### src/rtl/param_controller_pkg.sv
// Shared definitions for the venera_cpu instruction controller: opcodes, ALU
// codes and controller state encodings.
package param_controller_pkg;

    localparam logic [7:0] OP_NOP    = 8'h00;
    localparam logic [7:0] OP_JUMP   = 8'h01;
    localparam logic [7:0] OP_LOAD   = 8'h02;
    localparam logic [7:0] OP_UNLOAD = 8'h03;
    localparam logic [7:0] OP_ADD    = 8'h04;
    localparam logic [7:0] OP_SUB    = 8'h05;
    localparam logic [7:0] OP_JZ     = 8'h06;
    localparam logic [7:0] OP_ADDM   = 8'h07;
    localparam logic [7:0] OP_SUBM   = 8'h08;

    localparam logic [2:0] ALU_NONE = 3'b000;
    localparam logic [2:0] ALU_ADD  = 3'b001;
    localparam logic [2:0] ALU_SUB  = 3'b010;

    typedef enum logic [1:0] {
        S_IDLE     = 2'd0,
        S_RD_ISSUE = 2'd1,
        S_RD_WAIT  = 2'd2,
        S_RESULT   = 2'd3
    } state_e;

    // Which memory-operand instruction is waiting for its read data.
    typedef enum logic [1:0] {
        MOP_LOAD = 2'd0,
        MOP_ADDM = 2'd1,
        MOP_SUBM = 2'd2
    } mem_op_e;

    function automatic logic [2:0] mem_op_alu_code(input mem_op_e op);
        return (op == MOP_SUBM) ? ALU_SUB : ALU_ADD;
    endfunction

endpackage

### src/rtl/param_controller_rd_seq.sv
// Memory read sequencer: issues the read strobe, counts out the read latency and
// presents the returned data together with a one-cycle done pulse.
module param_controller_rd_seq
    import param_controller_pkg::*;
#(
    parameter int ADDR_W     = 8,
    parameter int DATA_W     = 8,
    parameter int RD_LATENCY = 1
) (
    input  logic              i_clk,
    input  logic              i_reset_n,
    input  logic              start,
    input  logic [ADDR_W-1:0] address,
    input  logic [DATA_W-1:0] mem_data,
    output logic              mem_rd,
    output logic [ADDR_W-1:0] mem_address,
    output logic              done,
    output logic [DATA_W-1:0] data
);

    localparam int CNT_W = $clog2(RD_LATENCY + 1);
    localparam logic [CNT_W-1:0] CNT_LAT  = CNT_W'(RD_LATENCY);
    localparam logic [CNT_W-1:0] CNT_ONE  = CNT_W'(1'b1);
    localparam logic [CNT_W-1:0] CNT_ZERO = {CNT_W{1'b0}};

    logic              mem_rd_r;
    logic [ADDR_W-1:0] mem_address_r;
    logic [CNT_W-1:0]  wait_cnt_r;
    logic              done_s;

    // Read strobe and address: the cycle after start is the issue cycle.
    always_ff @(posedge i_clk or negedge i_reset_n) begin
        if (!i_reset_n) begin
            mem_rd_r      <= 1'b0;
            mem_address_r <= {ADDR_W{1'b0}};
        end else begin
            mem_rd_r      <= start;
            mem_address_r <= start ? address : {ADDR_W{1'b0}};
        end
    end

    // Latency counter: loaded during the issue cycle, last wait cycle is at one.
    always_ff @(posedge i_clk or negedge i_reset_n) begin
        if (!i_reset_n) begin
            wait_cnt_r <= CNT_ZERO;
        end else if (mem_rd_r) begin
            wait_cnt_r <= CNT_LAT;
        end else if (wait_cnt_r != CNT_ZERO) begin
            wait_cnt_r <= wait_cnt_r - CNT_ONE;
        end else begin
            wait_cnt_r <= CNT_ZERO;
        end
    end

    assign done_s      = (wait_cnt_r == CNT_ONE);
    assign done        = done_s;
    assign data        = done_s ? mem_data : {DATA_W{1'b0}};
    assign mem_rd      = mem_rd_r;
    assign mem_address = mem_address_r;

endmodule

### src/rtl/param_controller.sv
// Instruction controller: decodes one {opcode, operand} per handshake and drives
// jump, memory, accumulator and ALU strobes as registered one-cycle pulses.
module param_controller
    import param_controller_pkg::*;
#(
    parameter int DATA_W     = 8,
    parameter int ADDR_W     = 8,
    parameter int OPCODE_W   = 8,
    parameter int RD_LATENCY = 1
) (
    input  logic                       i_clk,
    input  logic                       i_reset_n,
    input  logic                       i_instruction_valid,
    output logic                       o_instruction_ready,
    input  logic [OPCODE_W+ADDR_W-1:0] i_instruction,
    output logic                       o_valid_set_address_instruction,
    output logic [ADDR_W-1:0]          o_value_set_address_instruction,
    output logic                       o_mem_rd,
    output logic [ADDR_W-1:0]          o_mem_address_rd,
    input  logic [DATA_W-1:0]          i_mem_data_rd,
    output logic                       o_mem_wr,
    output logic [ADDR_W-1:0]          o_mem_address_wr,
    output logic [DATA_W-1:0]          o_mem_data_wr,
    output logic                       o_load_to_accumulator_valid,
    output logic [DATA_W-1:0]          o_load_to_accumulator_data,
    output logic [2:0]                 o_alu_control,
    output logic                       o_alu_load,
    output logic [DATA_W-1:0]          o_alu_data,
    input  logic [DATA_W-1:0]          i_current_accum_value,
    output logic                       o_illegal_opcode
);

    localparam int INSTR_W = OPCODE_W + ADDR_W;
    localparam logic [OPCODE_W-1:0] OPC_NOP    = OPCODE_W'(OP_NOP);
    localparam logic [OPCODE_W-1:0] OPC_JUMP   = OPCODE_W'(OP_JUMP);
    localparam logic [OPCODE_W-1:0] OPC_LOAD   = OPCODE_W'(OP_LOAD);
    localparam logic [OPCODE_W-1:0] OPC_UNLOAD = OPCODE_W'(OP_UNLOAD);
    localparam logic [OPCODE_W-1:0] OPC_ADD    = OPCODE_W'(OP_ADD);
    localparam logic [OPCODE_W-1:0] OPC_SUB    = OPCODE_W'(OP_SUB);
    localparam logic [OPCODE_W-1:0] OPC_JZ     = OPCODE_W'(OP_JZ);
    localparam logic [OPCODE_W-1:0] OPC_ADDM   = OPCODE_W'(OP_ADDM);
    localparam logic [OPCODE_W-1:0] OPC_SUBM   = OPCODE_W'(OP_SUBM);

    state_e              state_r, state_s;
    mem_op_e             mem_op_r, mem_op_s;
    logic                ready_r;
    logic                accept_s;
    logic [OPCODE_W-1:0] opcode_s;
    logic [ADDR_W-1:0]   operand_s;

    logic              jump_v_r, jump_v_s;
    logic [ADDR_W-1:0] jump_a_r, jump_a_s;
    logic              wr_r, wr_s;
    logic [ADDR_W-1:0] wr_a_r, wr_a_s;
    logic [DATA_W-1:0] wr_d_r, wr_d_s;
    logic              acc_v_r, acc_v_s;
    logic [DATA_W-1:0] acc_d_r, acc_d_s;
    logic [2:0]        alu_ctrl_r, alu_ctrl_s;
    logic              alu_load_r, alu_load_s;
    logic [DATA_W-1:0] alu_data_r, alu_data_s;
    logic              illegal_r, illegal_s;

    logic              rd_start_s;
    logic              rd_done_s;
    logic [DATA_W-1:0] rd_data_s;

    assign opcode_s  = i_instruction[INSTR_W-1:ADDR_W];
    assign operand_s = i_instruction[ADDR_W-1:0];
    assign accept_s  = i_instruction_valid && ready_r;

    param_controller_rd_seq #(
        .ADDR_W    (ADDR_W),
        .DATA_W    (DATA_W),
        .RD_LATENCY(RD_LATENCY)
    ) u_rd_seq (
        .i_clk      (i_clk),
        .i_reset_n  (i_reset_n),
        .start      (rd_start_s),
        .address    (operand_s),
        .mem_data   (i_mem_data_rd),
        .mem_rd     (o_mem_rd),
        .mem_address(o_mem_address_rd),
        .done       (rd_done_s),
        .data       (rd_data_s)
    );

    // Next-state and next-output decode.
    always_comb begin
        state_s    = state_r;
        mem_op_s   = mem_op_r;
        rd_start_s = 1'b0;
        jump_v_s   = 1'b0;
        jump_a_s   = {ADDR_W{1'b0}};
        wr_s       = 1'b0;
        wr_a_s     = {ADDR_W{1'b0}};
        wr_d_s     = {DATA_W{1'b0}};
        acc_v_s    = 1'b0;
        acc_d_s    = {DATA_W{1'b0}};
        alu_ctrl_s = alu_ctrl_r;
        alu_load_s = 1'b0;
        alu_data_s = {DATA_W{1'b0}};
        illegal_s  = 1'b0;
        case (state_r)
            S_IDLE: begin
                if (accept_s) begin
                    case (opcode_s)
                        OPC_NOP: state_s = S_IDLE;
                        OPC_JUMP: begin
                            jump_v_s = 1'b1;
                            jump_a_s = operand_s;
                        end
                        OPC_JZ: begin
                            if (i_current_accum_value == {DATA_W{1'b0}}) begin
                                jump_v_s = 1'b1;
                                jump_a_s = operand_s;
                            end else begin
                                jump_v_s = 1'b0;
                            end
                        end
                        OPC_UNLOAD: begin
                            wr_s   = 1'b1;
                            wr_a_s = operand_s;
                            wr_d_s = i_current_accum_value;
                        end
                        OPC_ADD, OPC_SUB: begin
                            alu_load_s = 1'b1;
                            alu_data_s = DATA_W'(operand_s);
                            alu_ctrl_s = (opcode_s == OPC_SUB) ? ALU_SUB : ALU_ADD;
                            state_s    = S_RESULT;
                        end
                        OPC_LOAD: begin
                            rd_start_s = 1'b1;
                            mem_op_s   = MOP_LOAD;
                            state_s    = S_RD_ISSUE;
                        end
                        OPC_ADDM: begin
                            rd_start_s = 1'b1;
                            mem_op_s   = MOP_ADDM;
                            state_s    = S_RD_ISSUE;
                        end
                        OPC_SUBM: begin
                            rd_start_s = 1'b1;
                            mem_op_s   = MOP_SUBM;
                            state_s    = S_RD_ISSUE;
                        end
                        default: illegal_s = 1'b1;
                    endcase
                end else begin
                    state_s = S_IDLE;
                end
            end
            S_RD_ISSUE: state_s = S_RD_WAIT;
            S_RD_WAIT: begin
                if (rd_done_s) begin
                    state_s = S_RESULT;
                    if (mem_op_r == MOP_LOAD) begin
                        acc_v_s = 1'b1;
                        acc_d_s = rd_data_s;
                    end else begin
                        alu_load_s = 1'b1;
                        alu_data_s = rd_data_s;
                        alu_ctrl_s = mem_op_alu_code(mem_op_r);
                    end
                end else begin
                    state_s = S_RD_WAIT;
                end
            end
            S_RESULT: state_s = S_IDLE;
            default:  state_s = S_IDLE;
        endcase
    end

    // State and registered outputs; ready reflects the state being entered.
    always_ff @(posedge i_clk or negedge i_reset_n) begin
        if (!i_reset_n) begin
            state_r    <= S_IDLE;
            mem_op_r   <= MOP_LOAD;
            ready_r    <= 1'b0;
            jump_v_r   <= 1'b0;
            jump_a_r   <= {ADDR_W{1'b0}};
            wr_r       <= 1'b0;
            wr_a_r     <= {ADDR_W{1'b0}};
            wr_d_r     <= {DATA_W{1'b0}};
            acc_v_r    <= 1'b0;
            acc_d_r    <= {DATA_W{1'b0}};
            alu_ctrl_r <= ALU_NONE;
            alu_load_r <= 1'b0;
            alu_data_r <= {DATA_W{1'b0}};
            illegal_r  <= 1'b0;
        end else begin
            state_r    <= state_s;
            mem_op_r   <= mem_op_s;
            ready_r    <= (state_s == S_IDLE);
            jump_v_r   <= jump_v_s;
            jump_a_r   <= jump_a_s;
            wr_r       <= wr_s;
            wr_a_r     <= wr_a_s;
            wr_d_r     <= wr_d_s;
            acc_v_r    <= acc_v_s;
            acc_d_r    <= acc_d_s;
            alu_ctrl_r <= alu_ctrl_s;
            alu_load_r <= alu_load_s;
            alu_data_r <= alu_data_s;
            illegal_r  <= illegal_s;
        end
    end

    assign o_instruction_ready             = ready_r;
    assign o_valid_set_address_instruction = jump_v_r;
    assign o_value_set_address_instruction = jump_a_r;
    assign o_mem_wr                        = wr_r;
    assign o_mem_address_wr                = wr_a_r;
    assign o_mem_data_wr                   = wr_d_r;
    assign o_load_to_accumulator_valid     = acc_v_r;
    assign o_load_to_accumulator_data      = acc_d_r;
    assign o_alu_control                   = alu_ctrl_r;
    assign o_alu_load                      = alu_load_r;
    assign o_alu_data                      = alu_data_r;
    assign o_illegal_opcode                = illegal_r;

endmodule

### config.mk
export PLATFORM = sky130hd
export DESIGN_NAME = param_controller
export DESIGN_NICKNAME = d
export VERILOG_FILES = /design/src/rtl/param_controller_pkg.sv /design/src/rtl/param_controller_rd_seq.sv /design/src/rtl/param_controller.sv
export SDC_FILE = /design/constraint.sdc
export NUM_CORES = 1
export LEC_CHECK = 0
export ABC_CLOCK_PERIOD_IN_PS = 2600
export CAP_MARGIN = 20
export CORE_ASPECT_RATIO = 0.8
export CORE_UTILIZATION = 44
export CTS_BUF_LIST = sky130_fd_sc_hd__clkbuf_2
export DETAILED_ROUTE_END_ITERATION = 10
export PLACE_DENSITY_LB_ADDON = 0.05
export SLEW_MARGIN = 20
export SYNTH_ARGS = -nofsm -noshare
export SYNTH_HDL_FRONTEND = slang
export SYNTH_SLANG_ARGS = --single-unit
export TNS_END_PERCENT = 10
### constraint.sdc
create_clock -name i_clk -period 2.6 [get_ports i_clk]
set_input_delay 0.39 -clock i_clk [delete_from_list [all_inputs] [get_ports i_clk]]
set_output_delay 0.39 -clock i_clk [all_outputs]
set_load 0.02 [all_outputs]
==> images/met1.png <==
The bar under the picture is 20 um long. Supply wires on this layer in grey.
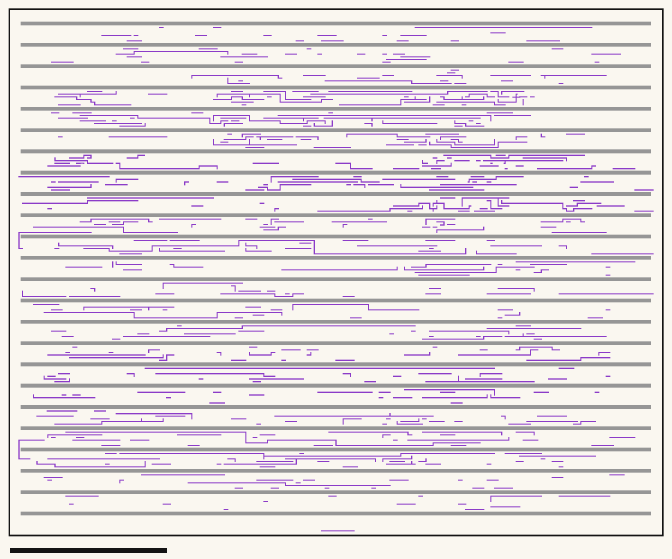
The longest straight run is 44.6 um. The layer holds 45% of the routed length. 268 nets have wire on it.

==> images/met2.png <==
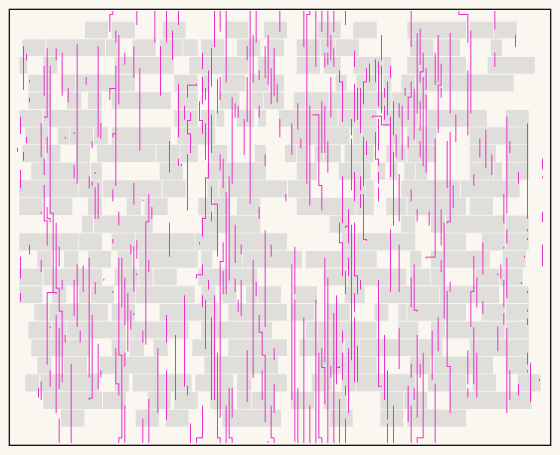
The wires run mostly vertical. The longest straight run is 29.5 um. 273 nets have wire on it. The layer holds 45% of the routed length. The layer carries 2220 um of wire.
Total Routed Length: 4970 um
via count: 1657
met2 demand-to-capacity share in global routing: 27.7%

==> results.toml <==
# physical design summary
[outcome]
outcome = "finished clean"

[hold_path]
hold_depth = 0
worst_min_path_class = "reg -> reg"
min-delay-start = "u_rd_seq.mem_rd"

[setup_path]
slowest_stage = "nor3_4"
beginning_of_the_worst_register_to_register_path = "state_r[1]"
critical_path.max_stage_delay_ns = 0.52

[sta]
finalWorstPathRequiredPeriod_ns = 2.21
max_slew.worst_pin.slew_ns = 0.499
tightest_hold_margin_ns = 0.400
timing.max_slew.rel_slack_pct = 66.6
setup_repair_after_global_routing_missed_its_margin = "false"

[floorplan]
floorplan_stage_core_utilization_pct = 46.2
die_w_um = 83.3

[layout]
comb_area_sq_um = 717
synthToLayoutAreaGrowth_pct = 51.0

[pwr]
peakVddDrop_uv = 378
fin_total_pwr_w = 0.00193

[placement]
post-dp-hpwl_um = 3620

[synth]
synth.ff_latch_count = 62
syn_area_sq_um = 2320
synth-main-ff-cell = "dfrtp_1"
mux_cell_area_share_after_synthesis_pct = 0.915
top_cell_area_share_pct = 66.7

[clocking]
cts-resized-gates = 0
cts_root_buffer = "clkbuf_2"
hold_buffers = 1
==> images/met3.png <==
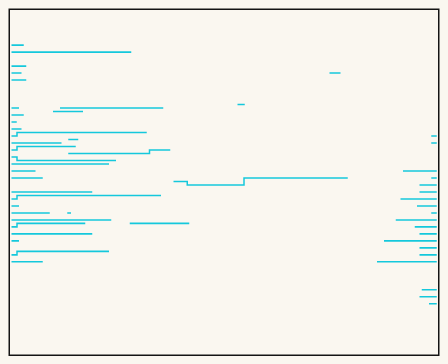
49 nets have wire on it. The layer carries 436 um of wire. The longest straight run is 27.8 um. The wires run mostly horizontal. The layer holds 8.8% of the routed length.

==> images/cell_classes.png <==
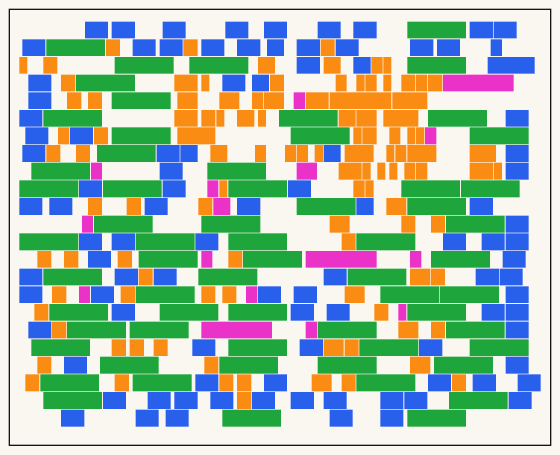
Key: orange = all other logic [cells 109, share of their area 22%]; magenta = clock drivers and dummy loads [cells 16, share of their area 4.7%]; blue = other buffers and delay cells [cells 99, share of their area 29%]; green = flops [cells 62, share of their area 45%]
Final Util: 69.7%
placement row count: 23
core region area: 5040 sq um

## state kept, by name (all words and copies together), names as in the netlist, 2 cells and up
register	flops
o_alu_data	8
o_load_to_accumulator_data	8
o_mem_address_wr	8
o_mem_data_wr	8
o_value_set_address_instruction	8
u_rd_seq.mem_address	8
mem_op_r	2
o_alu_control	2
state_r	2
## cell usage in the layout (no fill, tap or decap), types with 2 or more instances in the layout
cell type         n
inv_1             6
and2_1           40
buf_4             6
a22o_1            8
clkdlybuf4s50_1  90
clkbuf_2         10
o21ai_0           4
nor2_1            5
ha_1              2
dfrtp_1          62
nor3_1            3
nor3_2            2
nor4_1            2
nand2_1           6
nand3_1           2
o31ai_1           2
a21oi_1           5
bufinv_16         3
## area by class of cell
type	count	share of cell area, %
flip-flops and latches	62	44.2
repair buffers	99	28.0
multi-input cells	103	20.4
clock inverters	6	3.14
well taps	62	2.21
clock buffers	10	1.43
inverters	6	0.642
## power by group
part | internal, W | switching [W] | total [W]
Sequential | 0.000982 | 0.00000838 | 0.000990
Clock | 0.000418 | 0.000339 | 0.000757
Combinational | 0.0000937 | 0.0000877 | 0.000181
Total | 0.00149 | 0.000435 | 0.00193
## layer usage
layer	part of all wire (%)	track usage [%]	wire (um)	up-vias
li1	-	-	-	814
met1	45	25.3	2250	778
met2	45	27.7	2220	58
met3	8.8	8.92	436	7
met4	1.2	10.3	61	0
met5	0	0	0	-
## worst max-delay path: cells and delay by family (launching register included)
family        cells  cell delay, ns
fa+ha+maj         1            0.28
buf+inv           1            0.08
flops             1            0.47
simple gates      4            1.32
## cells by family after synthesis
logic type,count (synthesis)
AND/OR/NAND/NOR,70
buffers and inverters,12
other,1
flip-flops,62
AND-OR/OR-AND,27
XOR/XNOR,1
multiplexers,2
adder cells (fa/ha/maj),2
Power figures rest on the tool's default switching activity, not on a simulated workload.
